`src/rtl/sensor_monitor_ctrl.sv`:
```
// Periodic sensor sampler with an error rule, multi-sample fault confirmation,
// a latched alarm with acknowledge, and a saturating count of alarm entries.
module sensor_monitor_ctrl #(
  parameter int unsigned SAMPLE_PERIOD = 4,
  parameter int unsigned CONFIRM_COUNT = 3
) (
  input  logic       clk,
  input  logic       n_rst,
  input  logic       enable,
  input  logic [3:0] sensors,
  input  logic       alarm_ack,
  output logic       sample_tick,
  output logic       error_raw,
  output logic       alarm,
  output logic [3:0] alarm_code,
  output logic [7:0] fault_count
);

  typedef enum logic [1:0] {
    IDLE    = 2'd0,
    MONITOR = 2'd1,
    CONFIRM = 2'd2,
    ALARM   = 2'd3
  } state_t;

  localparam logic [15:0] PERIOD_LAST    = 16'(SAMPLE_PERIOD - 1);
  localparam logic [3:0]  CONFIRM_TARGET = 4'(CONFIRM_COUNT);

  function automatic logic error_rule(input logic [3:0] s);
    return s[0] | (s[1] & (s[2] | s[3]));
  endfunction

  state_t      state_r, state_s;
  logic [15:0] period_cnt_r;
  logic [3:0]  confirm_r, confirm_s;
  logic [3:0]  sample_r;
  logic        tick_r;
  logic [3:0]  code_r;
  logic [7:0]  faults_r;
  logic        wrap_s;
  logic        error_s;
  logic        enter_alarm_s;

  assign wrap_s  = enable && (period_cnt_r == PERIOD_LAST);
  assign error_s = error_rule(sample_r);

  // Period counter, sample capture and the one-cycle tick at each wrap.
  always_ff @(posedge clk or negedge n_rst) begin
    if (!n_rst) begin
      period_cnt_r <= 16'd0;
      sample_r     <= 4'd0;
      tick_r       <= 1'b0;
    end else if (!enable) begin
      period_cnt_r <= 16'd0;
      tick_r       <= 1'b0;
    end else if (wrap_s) begin
      period_cnt_r <= 16'd0;
      sample_r     <= sensors;
      tick_r       <= 1'b1;
    end else begin
      period_cnt_r <= period_cnt_r + 16'd1;
      tick_r       <= 1'b0;
    end
  end

  // State and confirmation counter registers.
  always_ff @(posedge clk or negedge n_rst) begin
    if (!n_rst) begin
      state_r   <= IDLE;
      confirm_r <= 4'd0;
    end else begin
      state_r   <= state_s;
      confirm_r <= confirm_s;
    end
  end

  // Next-state logic; the acknowledge takes priority over a coincident tick in ALARM.
  always_comb begin
    state_s       = state_r;
    confirm_s     = confirm_r;
    enter_alarm_s = 1'b0;
    if (!enable) begin
      state_s   = IDLE;
      confirm_s = 4'd0;
    end else begin
      case (state_r)
        IDLE: begin
          state_s   = MONITOR;
          confirm_s = 4'd0;
        end
        MONITOR: begin
          if (tick_r && error_s) begin
            confirm_s = 4'd1;
            if (CONFIRM_TARGET == 4'd1) begin
              state_s       = ALARM;
              enter_alarm_s = 1'b1;
            end else begin
              state_s = CONFIRM;
            end
          end else begin
            state_s = MONITOR;
          end
        end
        CONFIRM: begin
          if (tick_r && error_s) begin
            confirm_s = confirm_r + 4'd1;
            if (confirm_s >= CONFIRM_TARGET) begin
              state_s       = ALARM;
              enter_alarm_s = 1'b1;
            end else begin
              state_s = CONFIRM;
            end
          end else if (tick_r) begin
            confirm_s = 4'd0;
            state_s   = MONITOR;
          end else begin
            state_s = CONFIRM;
          end
        end
        ALARM: begin
          if (alarm_ack) begin
            state_s   = MONITOR;
            confirm_s = 4'd0;
          end else begin
            state_s = ALARM;
          end
        end
        default: begin
          state_s   = IDLE;
          confirm_s = 4'd0;
        end
      endcase
    end
  end

  // Alarm code and saturating fault counter update only on alarm entry.
  always_ff @(posedge clk or negedge n_rst) begin
    if (!n_rst) begin
      code_r   <= 4'd0;
      faults_r <= 8'd0;
    end else if (enter_alarm_s) begin
      code_r   <= sample_r;
      faults_r <= (faults_r == 8'd255) ? 8'd255 : faults_r + 8'd1;
    end else begin
      code_r   <= code_r;
      faults_r <= faults_r;
    end
  end

  assign sample_tick = tick_r;
  assign error_raw   = error_s;
  assign alarm       = (state_r == ALARM);
  assign alarm_code  = code_r;
  assign fault_count = faults_r;

endmodule

```
`config.mk`:
```
export PLATFORM = sky130hd
export DESIGN_NAME = sensor_monitor_ctrl
export DESIGN_NICKNAME = d
export VERILOG_FILES = /design/src/rtl/sensor_monitor_ctrl.sv
export SDC_FILE = /design/constraint.sdc
export NUM_CORES = 1
export LEC_CHECK = 0
export ABC_AREA = 1
export CORE_ASPECT_RATIO = 0.9
export CORE_MARGIN = 3
export CORE_UTILIZATION = 30
export DETAILED_ROUTE_END_ITERATION = 8
export PLACE_DENSITY_LB_ADDON = 0.05
export SLEW_MARGIN = 20
export SYNTH_ARGS = -nofsm -noshare
export SYNTH_HDL_FRONTEND = slang
export SYNTH_SLANG_ARGS = --single-unit
```
`constraint.sdc`:
```
create_clock -name clk -period 1.9 [get_ports clk]
set_input_delay 0.38 -clock clk [delete_from_list [all_inputs] [get_ports clk]]
set_output_delay 0.38 -clock clk [all_outputs]
set_load 0.01 [all_outputs]
```
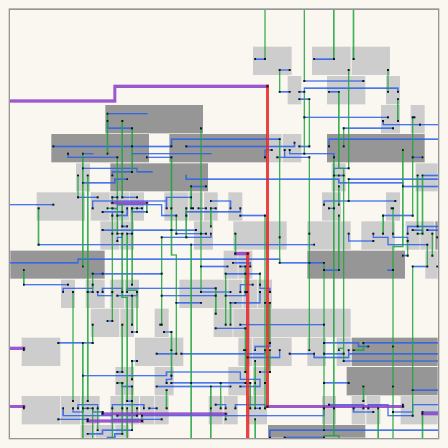
(run_1/detail.png)
Window x 4 to 44, y 45 to 85 um. Cells in gray, sequential cells in the stronger gray; small squares are vias.
- metal 1: blue
- metal 4: red
- metal 3: purple
- metal 2: green
- netlist names of flops here include: `confirm_r` (4), `sample_r` (4)
- most frequent: nand2_1 (27), nand3_1 (10)
- sequential cells in the window: 9
- cells with their middle in the window: 81

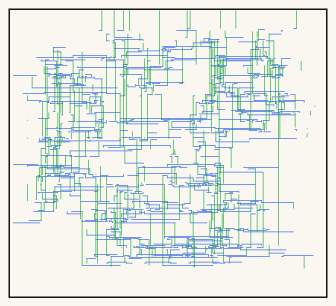
(run_1/wires.png)
Two of the layers only.
- metal 2: green (wire length 2000 um)
- metal 1: blue (wire length 2520 um)
Post-Route WL: 4.75 mm
count of vias placed by the detailed router: 1829
Global Route Usage Sum: 0.131

==> reports/metrics.json, run 1 <==
{
  "status": {
    "run_status": "completed"
  },
  "logic_synthesis": {
    "syn_nets": 304,
    "seq_area_frac_synth": 0.450,
    "synth-compound-area-share": 0.0606,
    "synthesis.area_um2": 2170,
    "ys_sh_simple": 0.343,
    "mux_share": 0,
    "netlist.top_cell.by_area": "dfrtp_1",
    "yosys.cell_types.count": 27,
    "synthDominantCellAreaShare": 0.450,
    "yosys_cells": 288,
    "async_flop_share": 1.00,
    "yosysWarningCount": 0,
    "synth.avg_cell_area_um2": 7.53,
    "post_synth_inst_count": 288,
    "netlist.top_cell.by_instances": "nand2_1",
    "topCellsByArea": "dfrtp_1 45%, nand2_1 15%, nand3_1 7.2%",
    "ys_seq_elements": 39,
    "yosys-top-cells-count": "84 x nand2_1, 40 x inv_1, 39 x dfrtp_1, 31 x nand3_1, 29 x nor2_1",
    "topCombFamilyByArea": "simple AND/OR/NAND/NOR gates",
    "synth-adder-area-share": 0.0462
  },
  "final_layout": {
    "layout_clock_buffer_count": 5,
    "final-nonclk-buf-share": 0.103,
    "numSequentialCells": 39,
    "area_dominant_class": "combinational gates",
    "mostFrequentLayoutCell": "nand2_1",
    "nMultiInputCombCells": 205,
    "final-seq-area_um2": 976,
    "layout.non_clock_inverters": 41,
    "layout.cells.most_common_list": "84 x nand2_1, 40 x inv_1, 39 x dfrtp_1",
    "fillers": 732,
    "post_route_cells_drive_above_1_share": 0.0839,
    "registers.top_by_ff_count": "period_cnt_r",
    "non_clock_buffer_count": 29,
    "antenna_cells_inserted": 0,
    "final_design_area_no_fill_um2": 2650,
    "clkCellAreaFrac": 0.0425,
    "layout.area.comb_um2": 1020
  },
  "grt": {
    "met1_usage": 0.194,
    "grt_first_pass_wirelength_mm": 8.53,
    "first_global_vias": 1789,
    "grtUsageMet2": 0.189,
    "grt-busiest-layer": "met1",
    "met3_global_route_usage": 0.0260,
    "grt_max_degree": 19,
    "total_global_routing_overflow": 0
  },
  "cts": {
    "cts.sinks": 39,
    "clk-insertion-delay-late_ps": 300,
    "clkSlewWorstSetupHoldPaths_ps": 100,
    "cts_max_level": 2,
    "cts_tree": "done",
    "cts_max_path_buffers": 2,
    "clockRootBuffer": "clkbuf_8",
    "ctsResizeCount": 0
  },
  "pwr": {
    "power.share.combinational": 0.129,
    "comb_power_uw": 242,
    "power_per_cell_area_nw_per_um2": 709,
    "power-top-group": "sequential cells",
    "sequential_power_share": 0.488,
    "clock_power_uw": 719,
    "power_report.internal_total_uw": 1370,
    "power.share.clock": 0.383,
    "ir_drop_worst_vdd_uv": 400,
    "switching_share_of_total_power": 0.271,
    "p_sw_uw": 509
  },
  "timing": {
    "relSlewSlack": 0.726,
    "timing.final.crit_share": 0.934,
    "finalHoldViolCount": 0,
    "fmax_achieved_mhz": 563,
    "skew_ps": 21.5,
    "fin_crit_ps": 1780,
    "final_critical_path_setup_slack_ps": 125,
    "worst_hold_slack_across_all_endpoints_ps": 467,
    "worstMarginPinSlew_ps": 410,
    "setup_violations": 0,
    "setup_repair_after_global_routing_missed_its_margin": "false",
    "final_max_slew_viol_count": 0
  },
  "detailed_routing": {
    "routedLengthMet1_mm": 2.52,
    "route.detailed.drc": 0,
    "initialDrtViolationCount": 80,
    "drt-pass1-iter-count": 4,
    "drt-vias-per-instance": 4.44,
    "avgRoutedWirePerCell_um": 11.5,
    "top_layer_used": "met4",
    "ant_nets": 0,
    "dr_wl_met2_mm": 2.00,
    "detailroute.wirelength.met3_um": 178
  },
  "floorplan": {
    "tapcell.inserted": 90,
    "die_height_um": 86.7,
    "floorplan.die_area_um2": 8290,
    "dieWidth_um": 95.6,
    "floorplan.initialDensity": 0.319
  },
  "worst_setup_path": {
    "standard_cell_with_the_maximum_stage_delay_on_the_critical_path": "clkdlybuf4s50_1",
    "crit_path_end": "alarm",
    "worst-endpoint-arrival_ps": 1400,
    "critPathMaxFanout": 3,
    "worstRegToRegCells": 10,
    "path_cells": "ha_1, clkdlybuf4s50_1",
    "worstSetupPathDepth": 2,
    "setup.worst_path.start": "state_r[0]",
    "worstPathBufferInverterCount": 1,
    "r2r_slack_ps": 330,
    "worstPathRequired_ps": 1520,
    "crit_path_start_kind": "flop",
    "cp_slowest_stage_delay_ps": 480
  },
  "flow_run": {
    "max_cap_violation_count": 0,
    "stage_log_warnings": 30
  },
  "placement": {
    "gp_congestion": 0.769,
    "post_dp_cell_area_um2": 2520,
    "placedCellCount": 403,
    "hpwl_mm": 3.50
  },
  "hold_path": {
    "hp-class": "primary input to async pin"
  }
}
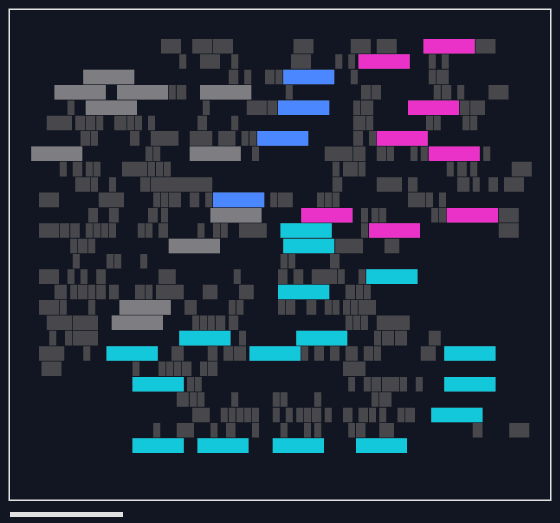
(run_1/flops_by_reg.png)
The bar under the picture is 20 um long.
- `fault_count`: magenta (sequential cells 8)
- `period_cnt_r`: cyan (sequential cells 16)
- `alarm_code`: blue (sequential cells 4; where top middle)
- not colored: 11
utilization after layout: 0.390
sequential cell area share: 0.369

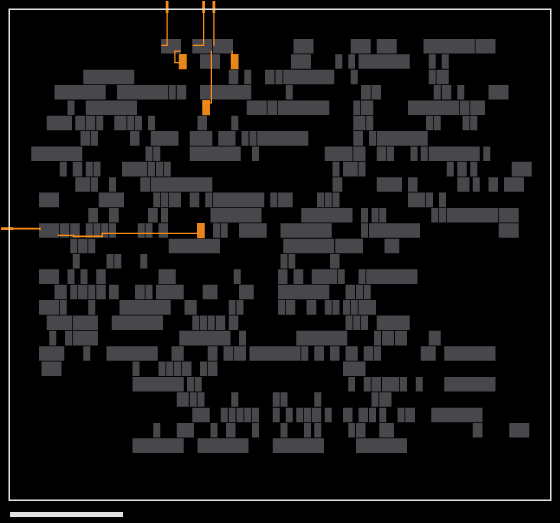
(run_1/io_fan.png)
The bar under the picture is 20 um long.
- `sensors`: orange (bits 4; direction input; edge 3 top, 1 left; end cells 4; wire 69.1 um)
number of port buffers: 22
I/O pin cnt: 23

==> run_1/clocks.png <==
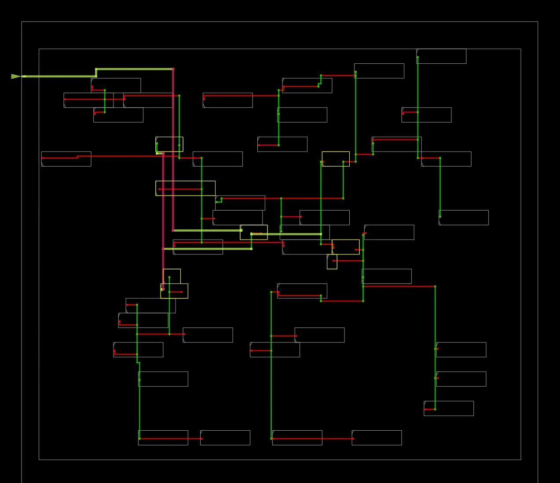

==> run 2, diff against run 1 <==
--- a/config.mk
+++ b/config.mk
@@ -8,7 +8,7 @@
 export ABC_AREA = 1
 export CORE_ASPECT_RATIO = 0.9
 export CORE_MARGIN = 3
-export CORE_UTILIZATION = 30
+export CORE_UTILIZATION = 56
 export DETAILED_ROUTE_END_ITERATION = 8
 export PLACE_DENSITY_LB_ADDON = 0.05
 export SLEW_MARGIN = 20
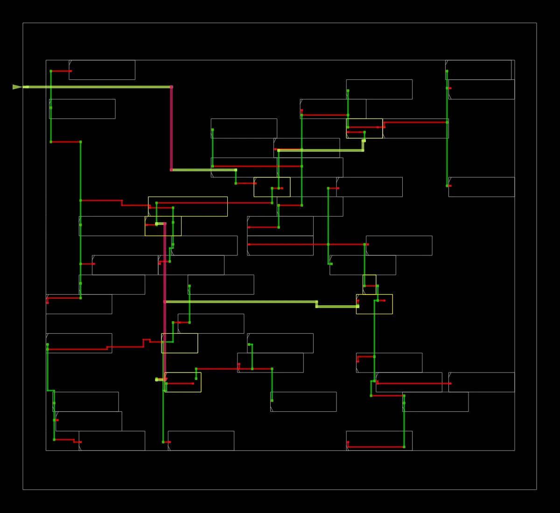
(run_2/clocks.png)
number of flip-flops and latches: 39
Final Skew: 5.44 ps
Power Clock: 715 uW
layout clock buffer count: 6

==> run 2 against run 1 <==
Against the previous run:
- first-iteration DRC count grew 53%
- largest power group unchanged
- non-clock buffer count fell by 2
- sequential power rose by 0.5%
- via count is 3.1% higher
- routed wire length shrank 5.0%
- count of clock-buffer cells in the layout up 1
- clock power fell by 0.6%
==> reports/metrics.json, run 2 <==
{
  "final_layout": {
    "non_clock_buffer_count": {"value": 27, "change": "-6.9%"},
    "antenna_cells_inserted": {"value": 0, "change": "unchanged"},
    "clkCellAreaFrac": {"value": 0.0454, "change": "+0.00288"},
    "sh_seq_area": {"value": 0.377, "change": "+0.00819"},
    "registers.top_by_ff_count": "period_cnt_r",
    "layout.area.comb": {"value": 1020, "unit": "um^2", "change": "unchanged"},
    "final-seq-area": {"value": 976, "unit": "um^2", "change": "unchanged"},
    "nMultiInputCombCells": {"value": 205, "change": "unchanged"},
    "layout.non_clock_inverters": {"value": 41, "change": "unchanged"},
    "final_design_area_no_fill": {"value": 2590, "unit": "um^2", "change": "-2.2%"},
    "fillers": {"value": 287, "change": "-61%"},
    "fin_util": {"value": 0.729, "change": "+0.339"},
    "final-nonclk-buf-share": {"value": 0.103, "change": "+0.000357"},
    "area_dominant_class": "combinational gates",
    "mostFrequentLayoutCell": "nand2_1"
  },
  "timing": {
    "setup_violations": {"value": 0, "change": "unchanged"},
    "setup_repair_after_global_routing_missed_its_margin": "false",
    "finalHoldViolCount": {"value": 0, "change": "unchanged"},
    "fin_crit": {"value": 1790, "unit": "ps", "change": "+12.4 ps"},
    "worst_hold_slack_across_all_endpoints": {"value": 18.4, "unit": "ps", "change": "-448 ps"},
    "fmax_achieved": {"value": 559, "unit": "MHz", "change": "-0.69%"},
    "final_max_slew_viol_count": {"value": 0, "change": "unchanged"},
    "final_critical_path_setup_slack": {"value": 112, "unit": "ps", "change": "-12.4 ps"}
  },
  "logic_synthesis": {
    "netlist.top_cell.by_instances": "nand2_1",
    "topCombFamilyByArea": "simple AND/OR/NAND/NOR gates",
    "yosys.cell_types.count": {"value": 27, "change": "unchanged"},
    "mux_share": {"value": 0, "change": "unchanged"},
    "seq_area_frac_synth": {"value": 0.450, "change": "unchanged"},
    "synth-adder-area-share": {"value": 0.0462, "change": "unchanged"},
    "yosys-top-cells-count": "84 x nand2_1, 40 x inv_1, 39 x dfrtp_1, 31 x nand3_1, 29 x nor2_1",
    "yosysWarningCount": {"value": 0, "change": "unchanged"},
    "synth.avg_cell_area": {"value": 7.53, "unit": "um^2", "change": "unchanged"},
    "yosys_cells": {"value": 288, "change": "unchanged"},
    "post_synth_inst_count": {"value": 288, "change": "unchanged"}
  },
  "grt": {
    "first_global_vias": {"value": 1803, "change": "+0.78%"},
    "met1_usage": {"value": 0.290, "change": "+0.0967"},
    "met3_global_route_usage": {"value": 0.0419, "change": "+0.0158"},
    "global_route_usage_sum": {"value": 0.218, "change": "+0.0875"},
    "grt_max_degree": {"value": 23, "change": "+4"},
    "grt_first_pass_wirelength": {"value": 7.94, "unit": "mm", "change": "-6.9%"},
    "grtUsageMet2": {"value": 0.358, "change": "+0.168"}
  },
  "worst_setup_path": {
    "setup.worst_path.start": "state_r[0]",
    "crit_path_start_kind": "flop",
    "worstPathBufferInverterCount": {"value": 1, "change": "unchanged"},
    "critPathMaxFanout": {"value": 3, "change": "unchanged"},
    "standard_cell_with_the_maximum_stage_delay_on_the_critical_path": "clkdlybuf4s50_1",
    "cp_slowest_stage_delay": {"value": 480, "unit": "ps", "change": "about the same"},
    "worstPathRequired": {"value": 1520, "unit": "ps", "change": "about the same"},
    "worst-endpoint-arrival": {"value": 1410, "unit": "ps", "change": "about the same"},
    "worstSetupPathDepth": {"value": 2, "change": "unchanged"},
    "path_cells": "ha_1, clkdlybuf4s50_1",
    "r2r_slack": {"value": 210, "unit": "ps", "change": "-120 ps"}
  },
  "detailed_routing": {
    "top_layer_used": "met4",
    "avgRoutedWirePerCell": {"value": 12.4, "unit": "um", "change": "+7.5%"},
    "drt-total-wl": {"value": 4.51, "unit": "mm", "change": "-5.0%"},
    "route.detailed.drc": {"value": 0, "change": "unchanged"},
    "drt-pass1-iter-count": {"value": 4, "change": "unchanged"},
    "vias": {"value": 1885, "change": "+3.1%"},
    "initialDrtViolationCount": {"value": 122, "change": "+53%"},
    "detailroute.wirelength.met3": {"value": 153, "unit": "um", "change": "-14%"},
    "routedLengthMet1": {"value": 2.19, "unit": "mm", "change": "-13%"}
  },
  "placement": {
    "gp_congestion": {"value": 0.818, "change": "+6.3%"},
    "io_buffer_count": {"value": 22, "change": "unchanged"}
  },
  "pwr": {
    "switching_share_of_total_power": {"value": 0.254, "change": "-0.0175"},
    "power.share.combinational": {"value": 0.129, "change": "about the same"},
    "power-top-group": "sequential cells",
    "p_sw": {"value": 477, "unit": "uW", "change": "-6.4%"},
    "power.share.clock": {"value": 0.381, "change": "-0.002"},
    "power_per_cell_area": {"value": 725, "unit": "nW/um^2", "change": "+2.3%"},
    "power_report.internal_total": {"value": 1400, "unit": "uW", "change": "+2.5%"},
    "ir_drop_worst_vdd": {"value": 477, "unit": "uV", "change": "+19%"},
    "comb_power": {"value": 242, "unit": "uW", "change": "about the same"}
  },
  "cts": {
    "ctsResizeCount": {"value": 0, "change": "unchanged"},
    "cts_tree": "done",
    "clkSlewWorstSetupHoldPaths": {"value": 70, "unit": "ps", "change": "-30 ps"},
    "cts_max_level": {"value": 2, "change": "unchanged"},
    "clockRootBuffer": "clkbuf_8"
  },
  "floorplan": {
    "floorplan.initialDensity": {"value": 0.610, "change": "+0.291"},
    "floorplan.die_area": {"value": 4660, "unit": "um^2", "change": "-44%"},
    "dieWidth": {"value": 71.6, "unit": "um", "change": "-25%"},
    "tapcell.inserted": {"value": 44, "change": "-51%"},
    "die_height": {"value": 65.0, "unit": "um", "change": "-25%"}
  },
  "hold_path": {
    "hp-class": "primary input to async pin"
  },
  "flow_run": {
    "stage_log_warnings": {"value": 30, "change": "unchanged"}
  },
  "status": {
    "run_status": "completed"
  }
}
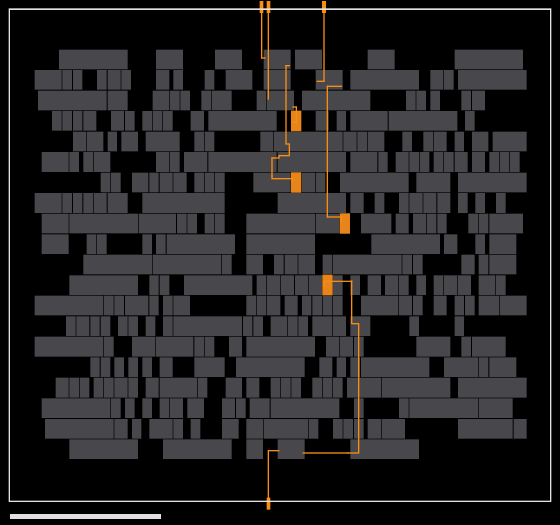
(run_2/io_fan.png)
The bar under the picture is 20 um long.
- `sensors`: orange (bits 4; direction input; edge 3 top, 1 bottom; end cells 4; wire 117 um)

Power and IR drop assume default switching activity.
